### src/rtl/demux_pkg.sv
// Shared constants and state encoding for the 1-to-8 demux dispatcher.
package demux_pkg;
    localparam int NCH   = 8;
    localparam int SEL_W = 3;

    typedef enum logic {IDLE, XFER} dispatch_state_t;
endpackage

### src/rtl/demux_dispatch_1x8_rr_pick8.sv
// Rotating-priority picker: first set mask bit searching ptr+1 .. ptr+8 (mod 8).
module rr_pick8
    import demux_pkg::*;
(
    input  logic [NCH-1:0]   mask,
    input  logic [SEL_W-1:0] ptr,
    output logic [SEL_W-1:0] sel,
    output logic             any
);

    logic [SEL_W-1:0] idx;

    // Walk from the farthest offset down so the nearest eligible channel wins.
    always_comb begin
        sel = '0;
        any = 1'b0;
        idx = '0;
        for (int k = NCH; k >= 1; k--) begin
            idx = ptr + SEL_W'(k);
            if (mask[idx]) begin
                sel = idx;
                any = 1'b1;
            end
        end
    end

endmodule

### src/rtl/demux_dispatch_1x8.sv
// Round-robin burst scheduler for a 1-to-8 demux: one valid/ready input,
// eight one-hot output channels sharing a single registered data beat.
module demux_dispatch_1x8
    import demux_pkg::*;
#(
    parameter int WIDTH = 8,
    parameter int BURST = 4
) (
    input  logic             clk,
    input  logic             rst_n,
    input  logic [NCH-1:0]   en_mask,
    input  logic             in_valid,
    output logic             in_ready,
    input  logic [WIDTH-1:0] in_data,
    output logic [SEL_W-1:0] out_sel,
    output logic [NCH-1:0]   out_valid,
    output logic [WIDTH-1:0] out_data,
    input  logic [NCH-1:0]   out_ready,
    output logic             busy
);

    localparam int CNT_W = $clog2(BURST + 1);
    localparam logic [CNT_W-1:0] BURST_C = CNT_W'(BURST);

    dispatch_state_t  state, state_nxt;
    logic             hold_v;
    logic [SEL_W-1:0] ptr;
    logic [CNT_W-1:0] beat_cnt;
    logic [SEL_W-1:0] pick_sel;
    logic             pick_any;
    logic             retire, accept, leave;

    rr_pick8 u_pick (
        .mask (en_mask),
        .ptr  (ptr),
        .sel  (pick_sel),
        .any  (pick_any)
    );

    always_comb begin
        state_nxt = state;
        in_ready  = 1'b0;
        retire    = 1'b0;
        accept    = 1'b0;
        leave     = 1'b0;
        case (state)
            IDLE: begin
                if (in_valid && pick_any)
                    state_nxt = XFER;
            end
            XFER: begin
                retire   = hold_v & out_ready[out_sel];
                in_ready = en_mask[out_sel] & (beat_cnt < BURST_C) & (!hold_v | retire);
                accept   = in_valid & in_ready;
                // Release only once the register drains, so out_sel stays put under a held beat.
                leave    = (!hold_v | retire) & !accept &
                           ((beat_cnt == BURST_C) | !in_valid | !en_mask[out_sel]);
                if (leave)
                    state_nxt = IDLE;
            end
            default: state_nxt = IDLE;
        endcase
    end

    always_ff @(posedge clk or negedge rst_n) begin
        if (!rst_n) begin
            state    <= IDLE;
            hold_v   <= 1'b0;
            out_data <= '0;
            out_sel  <= '0;
            ptr      <= '1;
            beat_cnt <= '0;
        end else begin
            state <= state_nxt;
            if (state == IDLE && state_nxt == XFER) begin
                out_sel  <= pick_sel;
                beat_cnt <= '0;
            end
            if (accept) begin
                out_data <= in_data;
                hold_v   <= 1'b1;
                beat_cnt <= beat_cnt + CNT_W'(1);
            end else if (retire) begin
                hold_v <= 1'b0;
            end
            if (leave)
                ptr <= out_sel;
        end
    end

    always_comb begin
        out_valid = '0;
        if (hold_v)
            out_valid[out_sel] = 1'b1;
    end

    assign busy = (state == XFER);

endmodule

### config.mk
export PLATFORM = sky130hd
export DESIGN_NAME = demux_dispatch_1x8
export DESIGN_NICKNAME = d
export VERILOG_FILES = /design/src/rtl/demux_pkg.sv /design/src/rtl/demux_dispatch_1x8_rr_pick8.sv /design/src/rtl/demux_dispatch_1x8.sv
export SDC_FILE = /design/constraint.sdc
export NUM_CORES = 1
export LEC_CHECK = 0
export ABC_AREA = 1
export CAP_MARGIN = 20
export CORE_MARGIN = 2
export CORE_UTILIZATION = 25
export DETAILED_ROUTE_END_ITERATION = 6
export HOLD_SLACK_MARGIN = 0.03
export PLACE_DENSITY_LB_ADDON = 0.05
export SLEW_MARGIN = 20
export SYNTH_ARGS = -nofsm -noshare
export SYNTH_HDL_FRONTEND = slang
export SYNTH_SLANG_ARGS = --single-unit
export TNS_END_PERCENT = 100
### constraint.sdc
create_clock -name clk -period 2.2 [get_ports clk]
set_clock_uncertainty 0.15 [all_clocks]
set_input_delay 0.33 -clock clk [delete_from_list [all_inputs] [get_ports clk]]
set_output_delay 0.33 -clock clk [all_outputs]
set_load 0.02 [all_outputs]
==> images/cell_classes.png <==
Scale bar: 20 um.
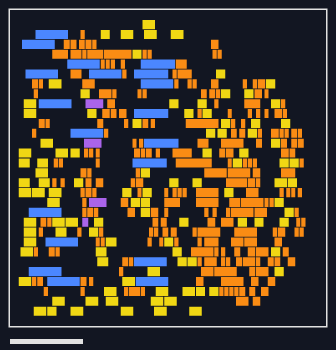
legend:
  flip-flops:
    colour: blue
    cells: 19
  all other logic:
    colour: orange
    cells: 238
  clock drivers and dummy loads:
    colour: purple
    cells: 4
  other buffers and delay cells:
    colour: yellow
    cells: 101

==> images/gate_families.png <==
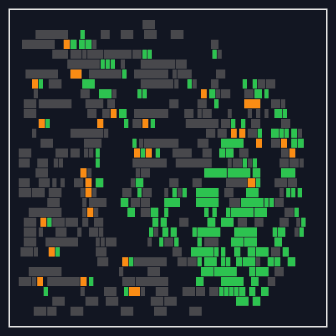
legend:
  inverting AOI/OAI gates:
    colour: orange
    cells: 27
  NAND gates:
    colour: green
    cells: 136

==> images/met2.png <==
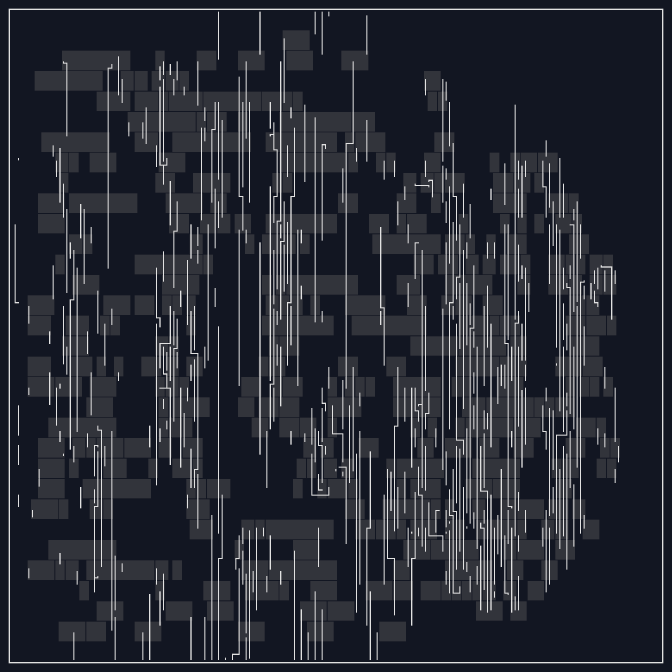
share of all routed wire: 52%
longest straight run: 33.5 um

==> reports/metrics.json <==
{
  "sum_neg_setup_slack_ps": -21.02,
  "clock_power_share_pct": 4.8,
  "arrival_ps": 2270,
  "fill_cells": 693,
  "cp_num_buf_inv": 4,
  "placementRows": 30,
  "synth-compound-area-share_pct": 8.430,
  "synth_stat.cells": 263,
  "outcome": "complete, but fails checks",
  "tritoncts": "yes",
  "report.final.slew_viol_count": 0,
  "cts_buffer_depth": 2,
  "setup.reg_to_reg.worst_slack_ps": -20,
  "critPathMaxStageDelay_ps": 600,
  "violations_in_the_final_reports": "negative setup slack",
  "cp.required_ps": 2250,
  "topCombFamilyByArea": "simple AND/OR/NAND/NOR gates",
  "cts_hold_repair.buffers": 0,
  "swShare_pct": 49.97,
  "initial_core_util_pct": 25.62,
  "crit_path_start": "ptr[1]",
  "worst_setup_hold_path_clk_slew_ps": 80,
  "setup_viol": 2,
  "numClockSinks": 19,
  "post-route-worst-setup-slack_ps": -17.45,
  "cts_root_buf": "sky130_fd_sc_hd__clkbuf_8",
  "grt.total_usage_pct": 15.18
}
==> power groups by stage <==
stage	Combinational, mW	Sequential, mW	Clock, mW
floorplan	2.14	0.754	0
global placement	3.72	0.711	0
detailed placement	3.72	0.710	0
CTS	4.12	0.705	0.261
global route	4.78	0.729	0.277
finish	4.35	0.703	0.256
==> area by class of cell <==
cell class,instances,area share [%]
multi-input combinational,201,43.66
timing repair buffer,101,29.47
sequential,19,16.45
inverter,37,5.425
tap,80,3.417
clock buffer,3,1.410
clock inverter,1,0.1709
==> kinds of logic after synthesis <==
family	count (synthesis)
buf+inv	43
flops	19
compound gates	27
fa+ha+maj	4
simple gates	166
xor+xnor	4
==> how the worst min path moves through the flow <==
stage / slack [ps] / end / cells after the start / startpoint
after floorplan: -120 / beat_cnt[0] / 0 / rst_n
after global placement: 330 / out_data[7] / 2 / out_data[7]
after detailed placement: 340 / out_data[4] / 2 / out_data[4]
after CTS: 260 / out_data[7] / 2 / rst_n
after global routing: 260 / out_data[6] / 2 / rst_n
final: 250 / out_data[6] / 2 / rst_n
==> sequential cells by signal, indices dropped and copies added (netlist names) <==
signal and flops:
out_sel 3, ptr 3, beat_cnt 3, busy 1, hold_v 1, out_data 8
==> metrics by stage <==
stage               worst slack (ps)  power, mW  hold slack (ps)  std cells  utilization [%]
global route                  -168.9      5.790            259.0        442            43.59
detailed placement            -480.9      4.430            335.1        433            39.07
CTS                           -62.80      5.090            256.2        441            42.14
global placement              -465.2      4.429            328.8        433            39.07
floorplan                      88.57      2.895           -115.6        263                -
finish                        -17.45      5.305            246.0        442            43.59
==> placed cells by master (no fill, tap or decap), types with 13 or more instances in the layout <==
master	netlist	layout
sky130_fd_sc_hd__nand2_2	8	14
sky130_fd_sc_hd__nor2_1	22	22
sky130_fd_sc_hd__dfrtp_1	16	14
sky130_fd_sc_hd__clkdlybuf4s50_1	0	38
sky130_fd_sc_hd__nand3_1	38	20
sky130_fd_sc_hd__inv_1	20	20
sky130_fd_sc_hd__buf_4	2	55
sky130_fd_sc_hd__inv_2	14	13
sky130_fd_sc_hd__nand2_1	76	69
sky130_fd_sc_hd__nand3_2	7	13
==> synthesized netlist by cell type, drive strengths merged <==
library cell and number:
a21oi 6, a31oi 2, buf 6, dfrtp 16, dfstp 3, ha 4, inv 37, nand2 84
nand3 45, nand4 7, nor2 29, nor4 1, o21ai 19, xnor2 3, xor2 1
==> what timing repair did <==
action	CTS	global route
gates resized	46	15
pin swaps	7	5
endpoints found under the setup margin	16	8
endpoints found under the hold margin	0	0
buffers inserted	4	1
==> metal layers <==
| layer | vias to the layer above | track usage (%) | routed length, um |
|---|---|---|---|
| met5 | - | 0 | 0 |
| met4 | 0 | 4.119 | 66 |
| met3 | 6 | 1.517 | 185 |
| met2 | 41 | 28.31 | 2911 |
| met1 | 864 | 18.33 | 2412 |
| li1 | 1044 | - | - |
Power is estimated from default activity; no workload was simulated.
